File: config.mk
export PLATFORM = sky130hd
export DESIGN_NAME = fpu_sched
export DESIGN_NICKNAME = d
export VERILOG_FILES = /design/src/rtl/fpu_sched_pkg.sv /design/src/rtl/fpu_sched_arb.sv /design/src/rtl/fpu_sched.sv
export SDC_FILE = /design/constraint.sdc
export NUM_CORES = 1
export LEC_CHECK = 0
export CAP_MARGIN = 20
export CORE_UTILIZATION = 25
export CTS_CLUSTER_DIAMETER = 40
export CTS_CLUSTER_SIZE = 28
export DETAILED_ROUTE_END_ITERATION = 7
export SETUP_SLACK_MARGIN = 0.2
export SLEW_MARGIN = 15
export SYNTH_ARGS = -nofsm -noshare
export SYNTH_HDL_FRONTEND = slang
export SYNTH_SLANG_ARGS = --single-unit
File: constraint.sdc
create_clock -name clk -period 1.96 [get_ports clk]
set_input_delay 0.392 -clock clk [delete_from_list [all_inputs] [get_ports clk]]
set_output_delay 0.392 -clock clk [all_outputs]
set_load 0.005 [all_outputs]
File: src/rtl/fpu_sched_pkg.sv
// fpu_sched_pkg: shared op-code fields, FSM states, tag record and flag bit indices
package fpu_sched_pkg;
  localparam int OP_SUB = 3;
  localparam int OP_NEG = 2;
  localparam int OP_ADD = 1;
  localparam int OP_MUL = 0;
  localparam int FLG_NV = 4;
  localparam int FLG_DZ = 3;
  localparam int FLG_OF = 2;
  localparam int FLG_UF = 1;
  localparam int FLG_NX = 0;
  localparam int IDW = 3;
  typedef enum logic [1:0] {S_IDLE, S_RUN, S_DRAIN} state_t;
  typedef struct packed {
    logic           v;
    logic [IDW-1:0] id;
    logic           err;
  } tag_t;
endpackage

File: src/rtl/fpu_sched_arb.sv
// rr_arbiter: round-robin one-hot grant; a mask keeps only requesters above the last winner
module rr_arbiter #(
  parameter int N = 2
) (
  input  logic         clk,
  input  logic         rst_n,
  input  logic [N-1:0] i_req,
  input  logic         i_accept,
  output logic [N-1:0] o_gnt
);
  logic [N-1:0] r_mask;
  logic [N-1:0] w_mreq;
  assign w_mreq = i_req & r_mask;
  // an empty masked set wraps the search back to requester 0
  assign o_gnt = |w_mreq ? w_mreq & (~w_mreq + N'(1)) : i_req & (~i_req + N'(1));
  always_ff @(posedge clk or negedge rst_n)
    if (!rst_n) r_mask <= '1;
    else if (i_accept) r_mask <= ~(o_gnt | (o_gnt - N'(1)));
endmodule

File: src/rtl/fpu_sched.sv
// fpu_sched: shares one fixed-latency FPU pipeline among NREQ requesters, with flush drain.
// Optional FPU_SCHED_OPCHECK_EN: ops with no add/mul are retired as NV errors without issue.
module fpu_sched
  import fpu_sched_pkg::*;
#(
  parameter int NREQ = 2,
  parameter int FW   = 23,
  parameter int EW   = 8,
  parameter int LAT  = 3
) (
  input  logic                       clk,
  input  logic                       rst_n,
  input  logic [NREQ-1:0]            req_valid_i,
  output logic [NREQ-1:0]            req_ready_o,
  input  logic [NREQ-1:0][EW+FW:0]   req_opa_i,
  input  logic [NREQ-1:0][EW+FW:0]   req_opb_i,
  input  logic [NREQ-1:0][EW+FW:0]   req_opc_i,
  input  logic [NREQ-1:0][3:0]       req_op_i,
  input  logic                       flush_i,
  output logic                       fpu_valid_o,
  output logic [EW+FW:0]             fpu_opa_o,
  output logic [EW+FW:0]             fpu_opb_o,
  output logic [EW+FW:0]             fpu_opc_o,
  output logic [3:0]                 fpu_op_o,
  input  logic [EW+FW:0]             fpu_result_i,
  input  logic [4:0]                 fpu_flags_i,
  output logic [NREQ-1:0]            rsp_valid_o,
  output logic [EW+FW:0]             rsp_result_o,
  output logic [4:0]                 rsp_flags_o,
  output logic                       rsp_err_o,
  output logic                       idle_o
);
  state_t r_state, w_next;
  logic [3:0] r_cnt;
  tag_t r_tag [LAT+1];
  logic [LAT:0] w_v;
  logic [NREQ-1:0] w_gnt;
  logic w_hs, w_bad, w_rsp;
  logic [IDW-1:0] w_id;
  logic [EW+FW:0] w_opa, w_opb, w_opc;
  logic [3:0] w_op;
  logic r_fpu_valid, r_rsp_valid_any;
  logic [EW+FW:0] r_opa, r_opb, r_opc, r_rsp_result;
  logic [3:0] r_op;
  logic [NREQ-1:0] r_rsp_valid;
  logic [4:0] r_rsp_flags;
  rr_arbiter #(.N(NREQ)) u_arb (
    .clk     (clk),
    .rst_n   (rst_n),
    .i_req   (req_valid_i & {NREQ{r_state != S_DRAIN && !flush_i}}),
    .i_accept(w_hs),
    .o_gnt   (w_gnt)
  );
  assign req_ready_o = w_gnt;
  assign w_hs = |w_gnt;
  always_comb begin
    w_opa = '0;
    w_opb = '0;
    w_opc = '0;
    w_op = '0;
    w_id = '0;
    for (int i = 0; i < NREQ; i++)
      if (w_gnt[i]) begin
        w_opa = req_opa_i[i];
        w_opb = req_opb_i[i];
        w_opc = req_opc_i[i];
        w_op = req_op_i[i];
        w_id = IDW'(i);
      end
  end
  always_comb begin
    w_v = '0;
    for (int k = 0; k <= LAT; k++) w_v[k] = r_tag[k].v;
  end
  // RUN stays while anything will still be in flight after this edge
  always_comb begin
    w_next = r_state;
    if (flush_i) w_next = S_DRAIN;
    else if (r_state == S_IDLE) w_next = w_hs ? S_RUN : S_IDLE;
    else if (r_state == S_RUN) w_next = (w_hs || |w_v[LAT-1:0]) ? S_RUN : S_IDLE;
    else w_next = (r_cnt == 4'(LAT)) ? S_IDLE : S_DRAIN;
  end
  always_ff @(posedge clk or negedge rst_n)
    if (!rst_n) begin
      r_state <= S_IDLE;
      r_cnt <= '0;
    end else begin
      r_state <= w_next;
      r_cnt <= (flush_i || r_state != S_DRAIN) ? '0 : r_cnt + 4'd1;
    end
  always_ff @(posedge clk or negedge rst_n)
    if (!rst_n) begin
      for (int k = 0; k <= LAT; k++) r_tag[k] <= '0;
    end else if (flush_i) begin
      for (int k = 0; k <= LAT; k++) r_tag[k] <= '0;
    end else begin
      r_tag[0] <= tag_t'{v: w_hs, id: w_id, err: w_bad};
      for (int k = 1; k <= LAT; k++) r_tag[k] <= r_tag[k-1];
    end
  always_ff @(posedge clk or negedge rst_n)
    if (!rst_n) begin
      r_fpu_valid <= 1'b0;
      r_opa <= '0;
      r_opb <= '0;
      r_opc <= '0;
      r_op <= '0;
    end else begin
      r_fpu_valid <= w_hs && !w_bad;
      if (w_hs) begin
        r_opa <= w_opa;
        r_opb <= w_opb;
        r_opc <= w_opc;
        r_op <= w_op;
      end
    end
  assign w_rsp = r_tag[LAT].v && !flush_i;
  always_ff @(posedge clk or negedge rst_n)
    if (!rst_n) begin
      r_rsp_valid <= '0;
      r_rsp_valid_any <= 1'b0;
      r_rsp_result <= '0;
      r_rsp_flags <= '0;
    end else begin
      r_rsp_valid <= w_rsp ? NREQ'(1) << r_tag[LAT].id : '0;
      r_rsp_valid_any <= w_rsp;
      if (w_rsp) begin
        r_rsp_result <= r_tag[LAT].err ? '0 : fpu_result_i;
        r_rsp_flags <= r_tag[LAT].err ? 5'(1) << FLG_NV : fpu_flags_i;
      end
    end
`ifdef FPU_SCHED_OPCHECK_EN
  logic r_rsp_err;
  assign w_bad = !w_op[OP_ADD] && !w_op[OP_MUL];
  always_ff @(posedge clk or negedge rst_n)
    if (!rst_n) r_rsp_err <= 1'b0;
    else if (w_rsp) r_rsp_err <= r_tag[LAT].err;
  assign rsp_err_o = r_rsp_err;
`else
  assign w_bad = 1'b0;
  assign rsp_err_o = 1'b0;
`endif
  assign fpu_valid_o = r_fpu_valid;
  assign fpu_opa_o = r_opa;
  assign fpu_opb_o = r_opb;
  assign fpu_opc_o = r_opc;
  assign fpu_op_o = r_op;
  assign rsp_valid_o = r_rsp_valid & {NREQ{r_rsp_valid_any}};
  assign rsp_result_o = r_rsp_result;
  assign rsp_flags_o = r_rsp_flags;
  assign idle_o = (r_state == S_IDLE) && !(|w_v);
endmodule

==> images/clock_map.png <==
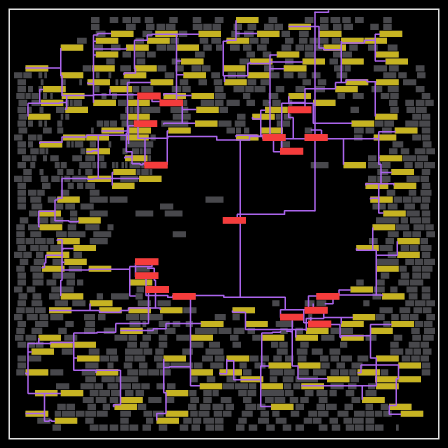
[purple] clock wires | length: 2,260 um
[red] cells driving clock nets | count: 17
[yellow] flip-flops | count: 157
routed clock nets	18

==> images/density.png <==
17 x 17 tiles, from dark blue (low) to red (high), 0 to 100% covered.
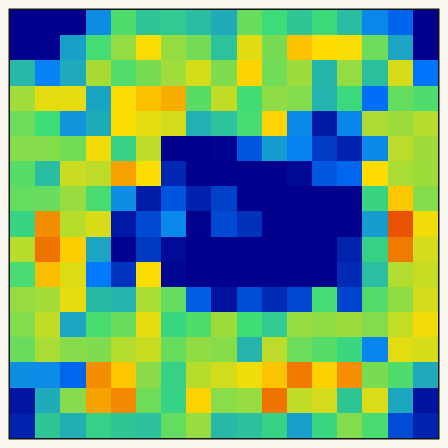
fullest tile	91%
mean over tiles	44%
emptiest ninth of the die	middle
nearly empty tiles	14%

==> flow_summary.ini <==
; physical design summary
[detailed_routing]
drt_wl_total_um = 24950
initialDrtViolationCount = 257
via_per_inst = 4.585

[synthesis]
top_logic_kind = AND-OR/OR-AND gates
synth_top_area_share_pct = 55.97
topCellsByArea = dfrtp_1 56%, o2bb2ai_1 7.5%, o2bb2ai_2 6.7%
synthCells = 503
synth_area_mm2 = 0.006930
synth_warnings = 0

[placement]
pre_cts_slack_ns = -0.1669
placed_cell_area_mm2 = 0.01138

[timing]
setup_viol = 0
worst_pin_slew_ns = 0.6467
slew_headroom_pct = 56.89
clock_skew_ns = 0.01628
slew_viol_final = 0
setup_tns_ns = 0
fmax_ghz = 0.5261

[worst_setup_path]
worstSetupStartpointType = flop
worstSetupEndpointType = primary output
crit_chain = or3_4 -> nor4_4 -> buf_2
worst-setup-path-type = flop to primary output
arrival_ns = 1.51
r2r-start = u_arb.r_mask[0]
cp_slowest_cell = or3_4
r2r_cells = 9
crit_required_ns = 1.57

[cts]
cts.path.max_buffers = 2
hold_buffers = 1
cts_tree = done
clock_latency_ns = 0.42
cts-buffers-inserted = 17
cts_resized = 66
cts-htree-levels = 4

[cells_and_area]
final_common_cell = clkdlybuf4s50_1
seq_area_mm2 = 0.003931
final_cell_mix = 354 x clkdlybuf4s50_1, 155 x dfrtp_1, 90 x a22oi_2, 47 x o2bb2ai_2, 43 x o2bb2ai_1

[power_and_ir_drop]
max-vdd-ir-drop_uv = 466.6
finalPower_w = 0.01441

[floorplanning]
coreArea_mm2 = 0.02710
io_pins = 386
initCoreUtil_pct = 25.57

[global_routing]
grt_pass1_vias = 6209
antenna_found_initial = 0
grt_max_degree = 64

[run_status]
status = complete, no violations
[where the power goes]
group          switching (W)  leakage (nW)  internal (W)
clock                0.00150         0.301       0.00193
sequential          0.000706          2.02       0.00434
combinational        0.00199          3.07       0.00395
total                0.00419          5.39        0.0102
[layer usage]
metal | part of all wire, % | GRT usage (%)
met2 | 49 | 26.84
met3 | 5.4 | 3.811
met1 | 44 | 21.39
met5 | 0 | 0
met4 | 1.8 | 5.020
[worst max-delay path, delay by kind of cell (launching register included)]
kind,cells,cell delay [ns]
buffers and inverters,1,0.17
DFF,1,0.38
and+or+nand+nor,2,0.54
[metrics by stage]
stage	hold slack [ns]	util (%)	std cells
6_report	0.4204	47.90	1308
5_1_grt	0.4450	47.90	1308
2_1_floorplan	0.09641	-	503
3_3_place_gp	0.3169	41.99	1247
3_5_place_dp	0.3140	41.99	1247
4_1_cts	0.4219	45.13	1285
[worst max path at each step]
stage | from | endpoint | depth (start not counted)
2_1_floorplan | r_state[1] | req_ready_o[0] | 6
3_3_place_gp | flush_i | req_ready_o[1] | 4
3_5_place_dp | flush_i | req_ready_o[0] | 4
4_1_cts | r_tag[14] | idle_o | 3
5_1_grt | r_tag[14] | idle_o | 3
6_report | r_tag[14] | idle_o | 3
[Yosys cell counts (all sizes together)]
cell,number
a21oi,12
dfrtp,155
a22o,1
a22oi,90
xor2,1
a21o,2
buf,49
inv,4
o2bb2ai,90
nor2,19
dfstp,2
xnor2,1
nor3,1
nand2b,1
clkbuf,1
nor4,1
ha,1
o21ai,3
and2,3
mux2,37
o21a,1
or3,1
nor2b,11
nand2,3
conb,1
or2,1
o22ai,10
nand3,1
[cell type report]
cell class	count	area share, %
timing repair buffer	450	37.24
sequential	157	30.28
multi-input combinational	293	24.13
tap	372	3.586
clock buffer	17	3.277
clock inverter	15	1.369
inverter	4	0.1157
Power is estimated from default activity; no workload was simulated.
